### Met1 routing, run 1

Scale bar: 20 microns. Supply wires on this layer in gray.
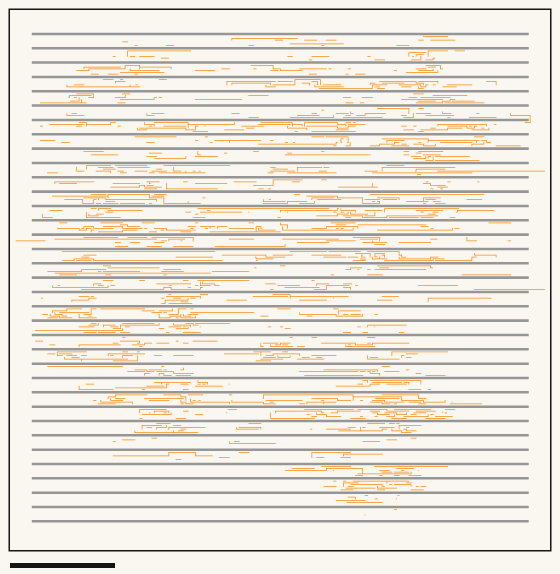
### Met2 routing, run 1

Scale bar: 20 microns.
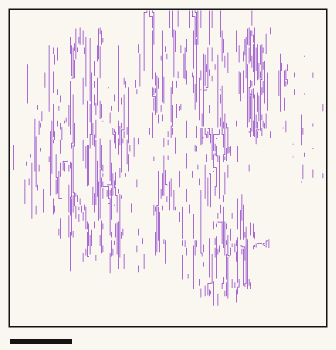
### M3 wires, run 1

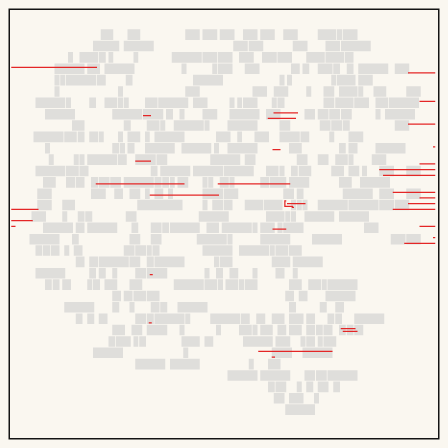
### src/rtl/calc_display_driver.sv
// Four-digit multiplexed 7-segment driver for the calculator: shows operand1,
// operand2 and the latched ALU result, blinking whichever operand is being entered.
module calc_display_driver #(
  parameter int REFRESH_DIV = 100000,
  parameter int BLINK_DIV   = 25000000
) (
  input  logic       clk,
  input  logic       reset,
  input  logic [3:0] operand1,
  input  logic [3:0] operand2,
  input  logic       selecting_op1,
  input  logic       selecting_op2,
  input  logic [7:0] result,
  input  logic       result_valid,
  output logic [6:0] seg,
  output logic [3:0] an,
  output logic       dp
);

  localparam int RW = (REFRESH_DIV > 2) ? $clog2(REFRESH_DIV) : 1;
  localparam int BW = (BLINK_DIV > 2) ? $clog2(BLINK_DIV) : 1;
  localparam logic [RW-1:0] REFRESH_LAST = RW'(REFRESH_DIV - 1);
  localparam logic [BW-1:0] BLINK_LAST   = BW'(BLINK_DIV - 1);
  localparam logic [6:0]    SEG_BLANK    = 7'h7F;

  logic [RW-1:0] refresh_cnt;
  logic [1:0]    digit_idx;
  logic [BW-1:0] blink_cnt;
  logic          blink_on;
  logic [7:0]    result_reg;
  logic          have_result;
  logic          sel1_d;
  logic          vld_p0;

  logic [3:0]    digit_val;
  logic          digit_blank;
  logic [6:0]    seg_nxt;
  logic [3:0]    an_nxt;
  logic          dp_nxt;

  function automatic logic [6:0] hex_to_seg(input logic [3:0] v);
    logic [6:0] s;
    case (v)
      4'h0: s = 7'b1000000;
      4'h1: s = 7'b1111001;
      4'h2: s = 7'b0100100;
      4'h3: s = 7'b0110000;
      4'h4: s = 7'b0011001;
      4'h5: s = 7'b0010010;
      4'h6: s = 7'b0000010;
      4'h7: s = 7'b1111000;
      4'h8: s = 7'b0000000;
      4'h9: s = 7'b0010000;
      4'hA: s = 7'b0001000;
      4'hB: s = 7'b0000011;
      4'hC: s = 7'b1000110;
      4'hD: s = 7'b0100001;
      4'hE: s = 7'b0000110;
      default: s = 7'b0001110;
    endcase
    return s;
  endfunction

  always_ff @(posedge clk) begin
    if (reset) begin
      refresh_cnt <= '0;
      digit_idx   <= '0;
    end else if (refresh_cnt == REFRESH_LAST) begin
      refresh_cnt <= '0;
      digit_idx   <= digit_idx + 2'd1;
    end else begin
      refresh_cnt <= refresh_cnt + RW'(1);
    end
  end

  // Blink phase restarts visible every time an entry phase begins.
  always_ff @(posedge clk) begin
    if (reset) begin
      blink_cnt <= '0;
      blink_on  <= 1'b1;
    end else if (selecting_op1 || selecting_op2) begin
      if (blink_cnt == BLINK_LAST) begin
        blink_cnt <= '0;
        blink_on  <= ~blink_on;
      end else begin
        blink_cnt <= blink_cnt + BW'(1);
      end
    end else begin
      blink_cnt <= '0;
      blink_on  <= 1'b1;
    end
  end

  // Starting a new operand1 entry retires the old result, even if a new one lands now.
  always_ff @(posedge clk) begin
    if (reset) begin
      result_reg  <= '0;
      have_result <= 1'b0;
      sel1_d      <= 1'b0;
    end else begin
      sel1_d <= selecting_op1;
      if (result_valid) result_reg <= result;
      if (selecting_op1 && !sel1_d) have_result <= 1'b0;
      else if (result_valid)        have_result <= 1'b1;
    end
  end

  always_comb begin
    digit_val   = 4'h0;
    digit_blank = 1'b0;
    an_nxt      = 4'hF;
    dp_nxt      = 1'b1;
    case (digit_idx)
      2'd0: begin
        an_nxt      = 4'b1110;
        digit_val   = result_reg[3:0];
        digit_blank = ~have_result;
      end
      2'd1: begin
        an_nxt      = 4'b1101;
        digit_val   = result_reg[7:4];
        digit_blank = ~have_result;
      end
      2'd2: begin
        an_nxt      = 4'b1011;
        digit_val   = operand2;
        digit_blank = selecting_op2 && !blink_on;
        dp_nxt      = ~have_result;
      end
      default: begin
        an_nxt      = 4'b0111;
        digit_val   = operand1;
        digit_blank = selecting_op1 && !blink_on;
      end
    endcase
    seg_nxt = digit_blank ? SEG_BLANK : hex_to_seg(digit_val);
  end

  // ---- stage p0: registered outputs, held dark for the first cycle out of reset ----
  always_ff @(posedge clk) begin
    if (reset) begin
      vld_p0 <= 1'b0;
      seg    <= SEG_BLANK;
      an     <= 4'hF;
      dp     <= 1'b1;
    end else begin
      vld_p0 <= 1'b1;
      if (vld_p0) begin
        seg <= seg_nxt;
        an  <= an_nxt;
        dp  <= dp_nxt;
      end else begin
        seg <= SEG_BLANK;
        an  <= 4'hF;
        dp  <= 1'b1;
      end
    end
  end

endmodule

### config.mk
export PLATFORM = sky130hd
export DESIGN_NAME = calc_display_driver
export DESIGN_NICKNAME = d
export VERILOG_FILES = /design/src/rtl/calc_display_driver.sv
export SDC_FILE = /design/constraint.sdc
export NUM_CORES = 1
export LEC_CHECK = 0
export ABC_CLOCK_PERIOD_IN_PS = 2550
export CAP_MARGIN = 25
export CELL_PAD_IN_SITES_DETAIL_PLACEMENT = 0
export CELL_PAD_IN_SITES_GLOBAL_PLACEMENT = 1
export CORE_MARGIN = 4
export CORE_UTILIZATION = 35
export CTS_CLUSTER_SIZE = 12
export DETAILED_ROUTE_END_ITERATION = 16
export PLACE_DENSITY = 0.7
export SLEW_MARGIN = 30
export SYNTH_ARGS = -nofsm -noshare
export SYNTH_HDL_FRONTEND = slang
export SYNTH_SLANG_ARGS = --single-unit
### constraint.sdc
create_clock -name clk -period 2.55 [get_ports clk]
set_input_delay 0.51 -clock clk [delete_from_list [all_inputs] [get_ports clk]]
set_output_delay 0.51 -clock clk [all_outputs]
set_load 0.01 [all_outputs]
==> CHANGELOG.md, run 1 <==
## Implementation

- Status: complete, no violations
- R2R cell count: 9
- Chip area: 10500 sq um
- Synth mux share: 4.17%
- Layout cells sized above 1: 7.42%
- Vias per cell: 5.14
- Tot Pwr: 0.00217 W
- Maxcap violations: 0
- Post-CTS Setup Bufs: 0
- GPL Wtd Cong: 0.807
- Worst vdd ir: 0.260 mV
- Tcrit/Tclk final: 90.3%
- Worst Slack Setup Final: 0.246 ns
- Hold Path Depth: 1
- Top Layout Cells: 68 x dfxtp_1, 43 x nor2_1, 32 x clkdlybuf4s50_1, 19 x nand2_1, 19 x a21oi_1
- Post-route setup TNS: 0 ns
- Clk latency late pin: 0.35 ns
- Yosys top cell by area: dfxtp_1
- Cell area leaders: dfxtp_1 44%, nor2_1 5.2%, ha_1 4.8%, mux2i_1 4.2%, xnor2_1 3.4%
- Slew @ Worst Pin: 0.505 ns
- Pre-CTS setup slack: 0.116 ns
- Largest register FFs: 25
- TritonRoute pass-1 iters: 4
- Vias in the first global route: 2372
- Cell area after synthesis: 3120 sq um
- Port Buf Inserts: 32
- CP max FO: 7
- H-tree levels: 3
- Fin. max-slew vios: 0
- DIE WIDTH: 102 microns
- Top post-synthesis cells by count: 68 x dfxtp_1, 43 x nor2_1, 19 x a21oi_1, 19 x nand2_1, 17 x inv_1
- Initial antenna violation count: 0
- Main logic family: simple AND/OR/NAND/NOR gates
- First-pass GRT wire length: 10800 microns
- Tool Warnings: 34
- Synth top cell by count: dfxtp_1
- Die height: 102 microns
- # DRC: 0
- Clock skew: 0.0110 ns
- Final ANT Viol Nets: 0
- Register area share after synthesis: 43.6%
- Core ar.: 8720 sq um
- Dominant cell area share: 43.6%
- Most numerous logic cell after layout: dfxtp_1
- P_leak: 1.33 nW
- Cts hold-fix bufs: 0
- XOR Share, Synth: 6.73%
- Fin crit period: 2.30 ns
- Unrepaired setup endpoints after global routing: false
- Post-synthesis chip area from yosys: 3120 sq um
- Arrival @ worst endpoint: 2.57 ns
- Power per cell area: 574 nW/um^2
- Worst slew margin: 66.2%
- Count of library flops with an enable pin: 0
- Worst Path Required: 2.82 ns
- Max Root-Sink Buffers: 2
- CTS tree: yes
- Max frequency: 434 MHz
- Post-Synthesis Cells: 350
- Final hold violation count: 0
- Wire per inst: 13.0 microns
- Crit end category: register
- Final setup vio count: 0
- Core Util at FP: 35.8%
- Most used DFF post-synth: dfxtp_1
- Compound Share, Synth: 12.9%
- NumNets Final: 419
- Row count: 34
- Detailed placement HPWL: 4770 microns
- Post-Syn Nets: 383
- Clock transition at path regs: 0.08 ns
- Yosys warns: 0
- Async set or reset register ratio after synthesis: 0%
- Routed wire length: 6490 microns
## Picture notes: 'Met1 routing'
share of all routed wire: 50%
main direction: horizontal
vias post-DR: 2566
grt met1 use: 17.1%

## Picture notes: 'Met2 routing'
wire length on this layer: 2910 microns
longest straight run: 23.5 microns
nets with wire on the layer: 339
share of all routed wire: 45%
main direction: vertical

## Picture notes: 'M3 wires'
share of all routed wire: 3.5%
wire length on this layer: 226 microns

run 1: critical path, cell delays in order (launching register included):
cell	delay [ns]
dfxtp_1	0.39
inv_1	0.08
ha_1	0.29
a222oi_1	0.40
a21oi_1	0.22
inv_1	0.16
ha_1	0.26
a211oi_1	0.18
a211oi_1	0.07
o21ai_0	0.17
run 1: worst paths after layout:
path / slack [ns] / start / end
setup / recovery: 0.25 / digit_idx[0] / seg[3]
hold / removal: 0.44 / refresh_cnt[0] / refresh_cnt[0]
setup reg to reg: 0.25 / digit_idx[0] / seg[3]
hold reg to reg: 0.44 / refresh_cnt[0] / refresh_cnt[0]
run 1: cells by family (layout without fill, tap and decap cells):
logic type | after synthesis | in the layout
simple gates | 140 | 140
xor+xnor | 24 | 24
flops | 68 | 68
compound gates | 61 | 61
fa+ha+maj | 12 | 12
buf+inv | 32 | 73
mux | 13 | 13
run 1: through the flow:
step / hold slack (ns) / instance area (sq um) / std cells
6_report: 0.444 / 3780 / 499
2_1_floorplan: 0.394 / 3120 / 350
4_1_cts: 0.448 / 3780 / 499
5_1_grt: 0.468 / 3780 / 499
3_3_place_gp: 0.425 / 3580 / 483
3_5_place_dp: 0.429 / 3580 / 483
run 1: where the power goes:
part | switching (W) | internal [W]
Combinational | 0.0000709 | 0.0000749
Clock | 0.000465 | 0.000467
Sequential | 0.0000121 | 0.00108
run 1: layout make-up:
type	count	area [sq um]
clock buffers	9	124
clock inverters	7	81.3
fillers	858	4940
inverters	17	63.8
multi-input cells	250	1640
flip-flops and latches	68	1360
well taps	108	135
repair buffers	40	380
run 1: layer usage:
layer | vias up | GRT usage [%] | wire length, microns
met5 | - | 0 | 0
met4 | 0 | 6.05 | 127
met3 | 11 | 2.39 | 225
met2 | 42 | 20.2 | 2910
met1 | 1182 | 17.1 | 3220
li1 | 1331 | - | -
--- run 2 (diff from run 1) ---
--- a/config.mk
+++ b/config.mk
@@ -11,6 +11,7 @@
 export CELL_PAD_IN_SITES_GLOBAL_PLACEMENT = 1
 export CORE_MARGIN = 4
 export CORE_UTILIZATION = 35
+export CTS_BUF_LIST = sky130_fd_sc_hd__clkbuf_16
 export CTS_CLUSTER_SIZE = 12
 export DETAILED_ROUTE_END_ITERATION = 16
 export PLACE_DENSITY = 0.7
==> run 2 against run 1 <==
Synthesized cell count unchanged. Routed wire length is 0.11% lower. Register-to-register slack got worse by 0.02 ns. Core utilization up 1.2 points. Worst hold slack worse by 0.0027 ns.
==> CHANGELOG.md, run 2 <==
## Implementation

- Power per cell area: 647 nW/um^2
- Ys cells: 350
- Top post-synthesis cells by count: 68 x dfxtp_1, 43 x nor2_1, 19 x a21oi_1, 19 x nand2_1, 17 x inv_1
- Final hold violation count: 0
- Wire per inst: 13.0 microns
- Arrival @ worst endpoint: 2.57 ns
- Routed wire length: 6480 microns
- Fin crit period: 2.32 ns
- Clock transition at path regs: 0.06 ns
- CTS root buf: clkbuf_16
- Slew @ Worst Pin: 0.505 ns
- # IOs: 33
- First-pass GRT wire length: 10800 microns
- Post-route setup TNS: 0 ns
- XOR Share, Synth: 6.73%
- CP max-delay cell: a222oi_1
- Worst slew margin: 66.2%
- Synth mux share: 4.17%
- Core Util at FP: 35.8%
- Post-synthesis chip area from yosys: 3120 sq um
- Post-Syn Nets: 383
- Critical Path Max Stage Delay: 0.41 ns
- H-tree levels: 3
- Unrepaired setup endpoints after global routing: false
- Most used DFF post-synth: dfxtp_1
- Worst Path Buf+Inv: 2
- Worst Path Required: 2.80 ns
- Adder Share, Synth: 4.81%
- Crit end category: register
- Clk latency late pin: 0.33 ns
- Synth top cell by count: dfxtp_1
- Count of library flops with an enable pin: 0
- Tool Warnings: 34
- Maxcap violations: 0
- Min-delay worst type: reg2reg
- Register area share after synthesis: 43.6%
- Tcrit/Tclk final: 91.2%
- Setup CP Type: reg2reg
- Iteration-0 DRC count of the detailed router: 63
- Hold slack: 0.442 ns
- Worst vdd ir: 0.400 mV
- CTS tree: yes
- Layout cells sized above 1: 7.42%
- Status: complete, no violations
- P_leak: 1.37 nW
- Top Layout Cells: 68 x dfxtp_1, 43 x nor2_1, 32 x clkdlybuf4s50_1, 19 x nand2_1, 19 x a21oi_1
- Compound Share, Synth: 12.9%
- Finished Core Util: 44.5%
- Cell area leaders: dfxtp_1 44%, nor2_1 5.2%, ha_1 4.8%, mux2i_1 4.2%, xnor2_1 3.4%
- Max Root-Sink Buffers: 2
- Row count: 34
- Dominant cell area share: 43.6%
- Chip area: 10500 sq um
- Max frequency: 430 MHz
- Final setup vio count: 0
- Clock skew: 0.00739 ns
- Main logic family: simple AND/OR/NAND/NOR gates
- Port Buf Inserts: 32
- CTS buffer count: 9
- Cts hold-fix bufs: 0
- Worst path top cell family by delay: AND-OR/OR-AND gates
- Final ANT Viol Nets: 0
- Clock sink total: 68
- Detailed placement HPWL: 4770 microns
- CP max FO: 7
- Area Growth Syn to Fin: 24.4%
- GRT overflow: 0
- Yosys warns: 0
- Fin. max-slew vios: 0
- Cell area after synthesis: 3120 sq um
- Largest register FFs: 25
- # DRC: 0
- Vias post-DR: 2565
- #FFs+latches synth: 68
- Vias per cell: 5.14
- Tot Pwr: 0.00251 W
- Core ar.: 8720 sq um
- Die height: 102 microns
- Yosys top cell by area: dfxtp_1
- Most numerous logic cell after layout: dfxtp_1
- TritonRoute pass-1 iters: 4
- Post-Synthesis Cells: 350
- Async set or reset register ratio after synthesis: 0%
- GPL Wtd Cong: 0.807
- Post-CTS Setup Bufs: 0
- DIE WIDTH: 102 microns
- NumNets Final: 419
- Vias in the first global route: 2386
- ANT cells: 0
- Critical-path cell list: inv_1, ha_1, a222oi_1, a21oi_1, inv_1, ha_1, a211oi_1, a211oi_1, o21ai_0
- Initial antenna violation count: 0
## run 2: metal layers
metal | vias to the layer above | part of all wire (%) | track usage, %
met5 | - | 0 | 0
met4 | 0 | 2.0 | 6.05
met3 | 9 | 3.2 | 2.39
met2 | 35 | 45 | 20.5
met1 | 1190 | 49 | 16.9
li1 | 1331 | - | -
## run 2: stage by stage
step           cell area, sq um  instances  setup WS, ns
3_3_place_gp               3580        483         0.169
2_1_floorplan              3120        350         0.453
4_1_cts                    3880        499         0.226
5_1_grt                    3880        499        0.0845
6_report                   3880        499         0.226
3_5_place_dp               3580        483         0.116
## run 2: power by group
group | total (W) | switching, W | internal (W)
Sequential | 0.00110 | 0.0000121 | 0.00108
Combinational | 0.000146 | 0.0000708 | 0.0000749
Clock | 0.00127 | 0.000501 | 0.000772
## run 2: area by class of cell
cell class / instances / area (sq um)
Sequential cell: 68 / 1360
Clock buffer: 9 / 225
Timing Repair Buffer: 40 / 380
Tap cell: 108 / 135
Multi-Input combinational cell: 250 / 1640
Inverter: 17 / 63.8
Clock inverter: 7 / 81.3
Fill cell: 843 / 4840
## run 2: final timing paths
path,depth (start not counted),start,slack [ns],endpoint
worst min register to register,1,refresh_cnt[0],0.44,refresh_cnt[0]
worst min-delay path,1,refresh_cnt[0],0.44,refresh_cnt[0]
worst max-delay path,9,digit_idx[0],0.23,seg[3]
worst max register to register,9,digit_idx[0],0.23,seg[3]
## run 2: cells by family after synthesis
logic type      after synthesis
mux                          13
simple gates                140
flops                        68
xor+xnor                     24
compound gates               61
buf+inv                      32
fa+ha+maj                    12
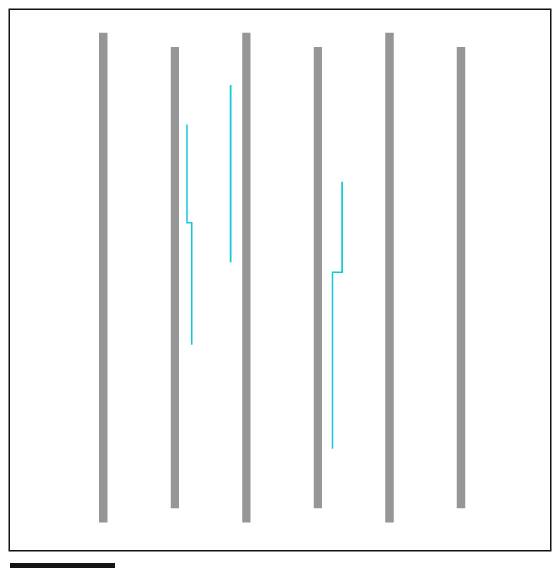
*Signal wires on met4, run 2*
Scale bar: 20 microns. Supply wires on this layer in gray.
main direction: vertical
share of all routed wire: 2.0%

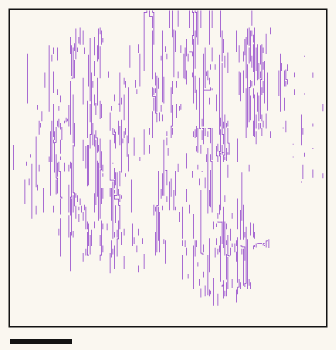
*Met2 routing, run 2*
Scale bar: 20 microns.
share of all routed wire: 46%
nets with wire on the layer: 338
wire length on this layer: 2950 microns
longest straight run: 25.8 microns
main direction: vertical

--- run 3 (diff from run 2) ---
--- a/config.mk
+++ b/config.mk
@@ -5,7 +5,7 @@
 export SDC_FILE = /design/constraint.sdc
 export NUM_CORES = 1
 export LEC_CHECK = 0
-export ABC_CLOCK_PERIOD_IN_PS = 2550
+export ABC_CLOCK_PERIOD_IN_PS = 2200
 export CAP_MARGIN = 25
 export CELL_PAD_IN_SITES_DETAIL_PLACEMENT = 0
 export CELL_PAD_IN_SITES_GLOBAL_PLACEMENT = 1
==> constraint.sdc (replaced) <==
create_clock -name clk -period 2.2 [get_ports clk]
set_input_delay 0.44 -clock clk [delete_from_list [all_inputs] [get_ports clk]]
set_output_delay 0.44 -clock clk [all_outputs]
set_load 0.01 [all_outputs]
==> run 3 against run 2 <==
Sequential share of layout area shrank 0.88 points. Non-clock buffer count is 11 higher. Design area rose by 2.7%. Global-route usage rose by 0.39 points. Fmax rose by 13%. Critical endpoint unchanged. Largest power group unchanged. Highest routed layer unchanged.
==> CHANGELOG.md, run 3 <==
## Implementation

- Top post-synthesis cells by count: 68 x dfxtp_1, 43 x nor2_1, 19 x a21oi_1, 19 x nand2_1, 17 x inv_1
- Clock skew: 0.00712 ns
- Vias in the first global route: 2506
- Pin count of the biggest net entering global routing: 25
- Arrival @ worst endpoint: 2.31 ns
- Post-synthesis cell type count: 47
- Final hold violation count: 0
- Vias per cell: 5.14
- Critical Path Max Stage Delay: 0.41 ns
- CTS tree: yes
- Cell area after synthesis: 3120 sq um
- Area fraction in and, or, nand and nor cells: 23.9%
- Cts hold-fix bufs: 0
- Tcrit/Tclk final: 93.3%
- Post-CTS Setup Bufs: 0
- Iteration-0 DRC count of the detailed router: 53
- Clock sink total: 68
- Top Layout Cells: 67 x dfxtp_1, 43 x nor2_1, 32 x clkdlybuf4s50_1, 19 x nand2_1, 19 x buf_4
- Crit end category: register
- CTS root buf: clkbuf_16
- Post-Synthesis Cells: 350
- Initial antenna violation count: 0
- Clock transition at path regs: 0.06 ns
- Sequential Power Share: 42.8%
- XOR Share, Synth: 6.73%
- Layout cells sized above 1: 10.7%
- Fin. max-slew vios: 0
- Fin crit period: 2.05 ns
- Core ar.: 8720 sq um
- Synth top cell by count: dfxtp_1
- Setup CP Type: reg2reg
- Ys cells: 350
- Critical-path cell list: inv_1, ha_1, a222oi_1, a21oi_2, inv_1, ha_1, a211oi_1, a211oi_1, o21ai_0
- Synth mux share: 4.17%
- GRT overflow: 0
- Detailed placement HPWL: 4910 microns
- Worst Slack Setup Final: 0.148 ns
- Vias post-DR: 2619
- CTS buffer count: 9
- Max frequency: 487 MHz
- Post-route setup TNS: 0 ns
- Power per cell area: 744 nW/um^2
- Final setup vio count: 0
- CP max-delay cell: a222oi_1
- Compound Share, Synth: 12.9%
- Routed wire length: 6660 microns
- Adder Share, Synth: 4.81%
- Main logic family: simple AND/OR/NAND/NOR gates
- Sw Ratio: 21.3%
- Clock power share: 51.4%
- Post-synthesis chip area from yosys: 3120 sq um
- # IOs: 33
- Final ANT Viol Nets: 0
- Startpoint Class: register
- Cell area leaders: dfxtp_1 44%, nor2_1 5.2%, ha_1 4.8%, mux2i_1 4.2%, xnor2_1 3.4%
- Area Growth Syn to Fin: 27.7%
- Port Buf Inserts: 32
- P_leak: 1.43 nW
- First-pass GRT wire length: 11200 microns
- Post-Syn Nets: 383
- Yosys warns: 0
- Worst slew margin: 64.6%
- Chip area: 10500 sq um
- Worst Path Buf+Inv: 2
- Row count: 34
- Status: complete, no violations
- # DRC: 0
- Sw Pwr: 0.000632 W
- Pre-CTS setup slack: 0.00515 ns
- Clk latency late pin: 0.33 ns
- H-tree levels: 3
- Post-DP Area: 3660 sq um
- Core Util at FP: 35.8%
- Maxcap violations: 0
- Die height: 102 microns
- GPL Wtd Cong: 0.799
- Most numerous logic cell after layout: dfxtp_1
- Int Power: 0.00233 W
- Worst path top cell family by delay: AND-OR/OR-AND gates
- Register area share after synthesis: 43.6%
- FF-to-FF setup slack: 0.15 ns
- Syn avg cell area: 8.92 sq um
- Dominant cell area share: 43.6%
- Largest register FFs: 25
- Min-delay worst type: reg2reg
- CP max FO: 4
- Tool Warnings: 34
- Worst Path Required: 2.46 ns
- ANT cells: 0
- TritonRoute pass-1 iters: 4
- Most used DFF post-synth: dfxtp_1
- Count of library flops with an enable pin: 0
- Max Root-Sink Buffers: 2
- Async set or reset register ratio after synthesis: 0%
- #FFs+latches synth: 68
- Unrepaired setup endpoints after global routing: false
- Worst vdd ir: 0.317 mV
- DIE WIDTH: 102 microns
- Slew @ Worst Pin: 0.529 ns
- Yosys top cell by area: dfxtp_1
- Combinational share of power: 5.8%
- Design Area, Final: 3990 sq um
- Wire per inst: 13.0 microns
- NumNets Final: 430
-- run 3: cell counts after synthesis --
No cell type changed its count.
-- run 3: power groups by stage --
stage | logic, W | registers, W | clock network, W
2_1_floorplan | 0.0000923 | 0.00130 | 0
3_3_place_gp | 0.000173 | 0.00130 | 0
3_5_place_dp | 0.000174 | 0.00130 | 0
4_1_cts | 0.000175 | 0.00127 | 0.00156
5_1_grt | 0.000192 | 0.00127 | 0.00161
6_report | 0.000173 | 0.00127 | 0.00152
-- run 3: what timing repair did --
action	in CTS	in global routing
hold endpoints to repair	0	0
resized	0	5
setup endpoints to repair	0	3
-- run 3: final timing paths --
path                        from  depth (start not counted)              to
hold / removal    refresh_cnt[0]                          1  refresh_cnt[0]
hold reg to reg   refresh_cnt[0]                          1  refresh_cnt[0]
setup / recovery    digit_idx[0]                          9          seg[3]
setup reg to reg    digit_idx[0]                          9          seg[3]
-- run 3: area by class of cell --
| class | instances | area [sq um] |
|---|---|---|
| Fill cell | 864 | 4730 |
| Multi-Input combinational cell | 250 | 1650 |
| Sequential cell | 68 | 1360 |
| Timing Repair Buffer | 51 | 463 |
| Clock buffer | 9 | 225 |
| Tap cell | 108 | 135 |
| Clock inverter | 7 | 90.1 |
| Inverter | 17 | 63.8 |
-- run 3: metrics by stage --
stage                     instances  total power, W  utilization [%]  hold slack [ns]
final                           510         0.00297             45.7            0.445
after global routing            510         0.00307             45.7            0.464
after detailed placement        494         0.00147             42.0            0.434
after CTS                       510         0.00300             45.6            0.446
after global placement          494         0.00147             42.0            0.427
after floorplan                 350         0.00139                -            0.394
-- run 3: layer usage --
layer,part of all wire [%],track usage (%),wire length (microns),vias to the layer above
met5,0,0,0,-
met1,48,17.2,3180,1218
met4,1.6,5.15,105,0
met3,3.6,2.59,240,9
li1,-,-,-,1354
met2,47,21.8,3130,38
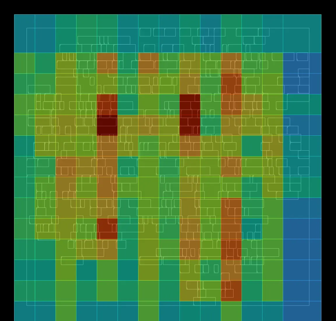
*Track usage over the die, run 3*
overall global routing resource usage: 13.3%
Finished Core Util: 45.7%
GRT met2 Usage: 21.8%

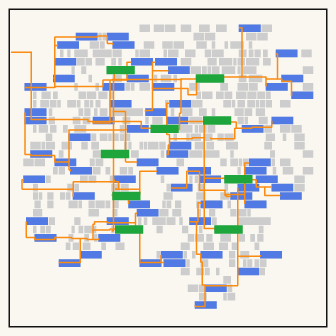
*Clock distribution, run 3*
legend:
  green:
    item: cells driving clock nets
    count: 9
  blue:
    item: flip-flops
    count: 68
  orange:
    item: clock wires
    length: 918 microns
flops lie: spread over the die

No activity file was given, so power comes from the tool's default toggle rates.
